==> images/wire_density.png <==
Drawn at 6 px/µm. 13 x 13 tiles, from white (low) to dark blue (high), scaled to the fullest tile. Values are wire area over tile area, all layers added.
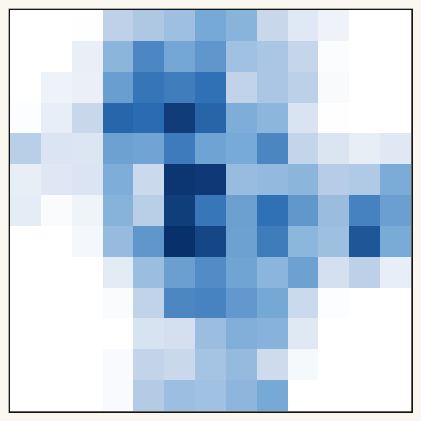
==> images/gate_families.png <==
Drawn at 8 px/µm.
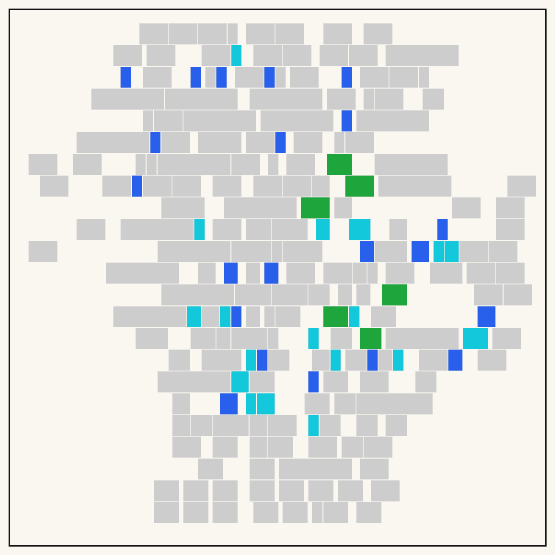
**config.mk**
```make
export PLATFORM = sky130hd
export DESIGN_NAME = mbist_march_ctrl
export DESIGN_NICKNAME = d
export VERILOG_FILES = /design/src/rtl/mbist_march_ctrl.sv
export SDC_FILE = /design/constraint.sdc
export NUM_CORES = 1
export LEC_CHECK = 0
export ABC_CLOCK_PERIOD_IN_PS = 2300
export CORE_UTILIZATION = 35
export DETAILED_ROUTE_END_ITERATION = 12
export PLACE_DENSITY = 0.85
export REMOVE_ABC_BUFFERS = 1
export SLEW_MARGIN = 20
export SYNTH_ARGS = -nofsm -noshare
export SYNTH_HDL_FRONTEND = slang
export SYNTH_SLANG_ARGS = --single-unit
```
**constraint.sdc**
```tcl
create_clock -name clk -period 2.3 [get_ports clk]
set_clock_uncertainty 0.1 [all_clocks]
set_input_delay 0.23 -clock clk [delete_from_list [all_inputs] [get_ports clk]]
set_output_delay 0.23 -clock clk [all_outputs]
set_load 0.02 [all_outputs]
```
**src/rtl/mbist_march_ctrl.sv**
```systemverilog
// rtl/mbist_march_ctrl.sv - March C- MBIST sequencer driving an external up/down address counter
module mbist_march_ctrl #(
   parameter int length     = 10,
   parameter int data_width = 8
) (
   input  logic                  clk,
   input  logic                  rst,
   input  logic                  start,
   output logic [length-1:0]     ctr_d_in,
   output logic                  ctr_ld,
   output logic                  ctr_u_d,
   output logic                  ctr_cen,
   input  logic [length-1:0]     ctr_q,
   input  logic                  ctr_cout,
   output logic [length-1:0]     mem_addr,
   output logic                  mem_we,
   output logic                  mem_re,
   output logic [data_width-1:0] mem_wdata,
   input  logic [data_width-1:0] mem_rdata,
   output logic                  busy,
   output logic                  done,
   output logic                  fail,
   output logic [length-1:0]     fail_addr,
   output logic [2:0]            fail_elem
);

   localparam logic [2:0] S_IDLE = 3'd0;
   localparam logic [2:0] S_LOAD = 3'd1;
   localparam logic [2:0] S_WR   = 3'd2;
   localparam logic [2:0] S_RD   = 3'd3;
   localparam logic [2:0] S_CMP  = 3'd4;

   logic [2:0]            state_q, state_d;
   logic [2:0]            elem_q, elem_d;
   logic                  done_q, done_d;
   logic                  fail_q, fail_d;
   logic [length-1:0]     fail_addr_q, fail_addr_d;
   logic [2:0]            fail_elem_q, fail_elem_d;

   logic                  elem_up;
   logic                  exp_ones;
   logic                  wr_ones;
   logic [data_width-1:0] exp_data;
   logic                  mismatch;

   // E3/E4 run downward; E2/E4 read back ones; E1/E3 write ones
   always_comb begin
      elem_up  = !((elem_q == 3'd3) || (elem_q == 3'd4));
      exp_ones = (elem_q == 3'd2) || (elem_q == 3'd4);
      wr_ones  = (elem_q == 3'd1) || (elem_q == 3'd3);
      exp_data = exp_ones ? {data_width{1'b1}} : {data_width{1'b0}};
      mismatch = (state_q == S_CMP) && (mem_rdata != exp_data);
   end

   always_comb begin
      state_d     = state_q;
      elem_d      = elem_q;
      done_d      = done_q;
      fail_d      = fail_q;
      fail_addr_d = fail_addr_q;
      fail_elem_d = fail_elem_q;
      ctr_ld      = 1'b0;
      ctr_cen     = 1'b0;
      ctr_u_d     = (state_q != S_IDLE) && elem_up;
      ctr_d_in    = '0;
      mem_we      = 1'b0;
      mem_re      = 1'b0;
      mem_wdata   = '0;
      case (state_q)
         S_IDLE: begin
            if (start) begin
               state_d     = S_LOAD;
               elem_d      = 3'd0;
               done_d      = 1'b0;
               fail_d      = 1'b0;
               fail_addr_d = '0;
               fail_elem_d = 3'd0;
            end
         end
         S_LOAD: begin
            ctr_ld   = 1'b1;
            ctr_cen  = 1'b1;
            ctr_d_in = elem_up ? {length{1'b0}} : {length{1'b1}};
            state_d  = (elem_q == 3'd0) ? S_WR : S_RD;
         end
         S_WR: begin
            mem_we = 1'b1;
            if (!ctr_cout) begin
               ctr_cen = 1'b1;
            end else begin
               elem_d  = 3'd1;
               state_d = S_LOAD;
            end
         end
         S_RD: begin
            mem_re  = 1'b1;
            state_d = S_CMP;
         end
         S_CMP: begin
            if (elem_q != 3'd5) begin
               mem_we    = 1'b1;
               mem_wdata = wr_ones ? {data_width{1'b1}} : {data_width{1'b0}};
            end
            // Only the first mismatch is recorded; the run always completes
            if (mismatch) begin
               fail_d = 1'b1;
               if (!fail_q) begin
                  fail_addr_d = ctr_q;
                  fail_elem_d = elem_q;
               end
            end
            if (!ctr_cout) begin
               ctr_cen = 1'b1;
               state_d = S_RD;
            end else if (elem_q != 3'd5) begin
               elem_d  = elem_q + 3'd1;
               state_d = S_LOAD;
            end else begin
               state_d = S_IDLE;
               done_d  = 1'b1;
            end
         end
         default: state_d = S_IDLE;
      endcase
   end

   always_ff @(posedge clk or posedge rst) begin
      if (rst) begin
         state_q     <= S_IDLE;
         elem_q      <= 3'd0;
         done_q      <= 1'b0;
         fail_q      <= 1'b0;
         fail_addr_q <= '0;
         fail_elem_q <= 3'd0;
      end else begin
         state_q     <= state_d;
         elem_q      <= elem_d;
         done_q      <= done_d;
         fail_q      <= fail_d;
         fail_addr_q <= fail_addr_d;
         fail_elem_q <= fail_elem_d;
      end
   end

   assign busy      = (state_q != S_IDLE);
   assign done      = done_q;
   assign fail      = fail_q;
   assign fail_addr = fail_addr_q;
   assign fail_elem = fail_elem_q;
   assign mem_addr  = ctr_q;

endmodule

```
==> Slide: Implementation Results <==
Flow Results at a Glance

Detailed routing
  – M1 WL: about 1600 µm
  – Initial DRC count: around 55
  – WL met2: 1870 µm
  – Drt via density: 4.87

GRT
  – Vias in the first global route: 1151
  – GR Layer Usage met2: approximately 27%
  – Overflow after GRT: 0
  – GR Util met3: 1.03%
  – Initial antenna violation count: 0

Yosys
  – Synth top cells by count: buf_4, dfrtp_1, inv_1, nand2_1, mux2i_1
  – Top-count cell post-synth: buf_4
  – Yosys simple share: 17.9%
  – Post-synth top area cell: dfrtp_1
  – Xor-xnor portion of the synthesized cell area: 0.594%
  – Dominant kind of combinational cell: buffers and inverters
  – Top cells by area: dfrtp_1, buf_4, mux2i_1
  – #FFs+latches synth: 21
  – Yosys cell types: 42

Layout
  – Commonest Layout Cell: clkdlybuf4s50_1
  – Final non-filler cell total: 262
  – FFs & Latches: 21
  – Number of ordinary inverters in the final layout: 15
  – Utilization after layout: 51.8%
  – Clock buffers: 3
  – Comb area share: about 31%
  – Logic Gate Count: 93
  – Register area: 527 µm²
  – Most frequent cells in the layout: clkdlybuf4s50_1, dfrtp_1, dlygate4sd2_1
  – Buffers, non-clock: 79
  – Number of flip-flops in the largest register: 10
  – Logic cell area: 649 µm²

Place
  – # placed instances: 258
  – Routability cong.: 0.882
  – Pre-CTS setup slack: 0.0701 ns

Run
  – Max-cap violations: 0
  – OpenROAD warnings: 28

Final timing
  – Hold_ws: 0.190 ns
  – RSZ-0062 raised after global routing: false
  – Sum Neg Setup Slack: 0 ns
  – Post-route minimum period: 2.23 ns
  – Fmax achieved: 449 MHz
  – Worst relative slew slack: around four fifths
  – Fin worst setup slack: 0.0735 ns
  – Worst slew pin tran: 0.304 ns

Pwr
  – Switching part of the total power: 41.4%
  – Power Density: 886 nW/µm²
  – Clock group share of total power: 13.3%
  – Clock-net power: 0.246 mW
  – Top power group: combinational logic
  – Comb pwr: 1.06 mW
  – Seq power: 0.544 mW
  – Internal power: roughly 1.1 mW

Worst setup path
  – Critical path depth in cells: 6
  – Startpoint Class: flip-flop
  – Delay-heaviest family, CP: simple AND/OR/NAND/NOR gates
  – Terminus of the critical flop-to-flop path: fail_elem[0]$_DFFE_PP0P_
  – CP Buf/Inv Count: 1
  – CP max-delay cell: or4_4
  – Crit path largest cell delay: approximately 0.56 ns

Floorplan
  – Die X: 66.9 µm
  – Die H: 66.9 µm

Clock network
  – Setup repair bufs after CTS: 0
  – Gates resized, CTS repair: 21
  – CTS Hold Bufs: 0

Min path
  – HP Class: in -> async

Outcome
  – Status: complete, no violations
Notes on wire_density.png above:
24% of the tiles are over half the peak. The emptiest ninth of the die: bottom left. The mean over all tiles is 0.13. The fullest tile reaches 0.45. The densest ninth of the die: middle. 28% of the tiles are nearly empty.
drt total wl: 3720 µm
vias post-DR: 1275
mean routed wirelength per cell: 14.2 µm
all-layer global routing usage: 16.7%

Notes on gate_families.png above:
Key: NOR gates = cyan [cells 18, most used nor2_1]; NAND gates = blue [cells 21, most used nand2_1]; AND-OR and OR-AND gates = green [cells 6, most used a221o_1]

Power and IR drop assume default switching activity.
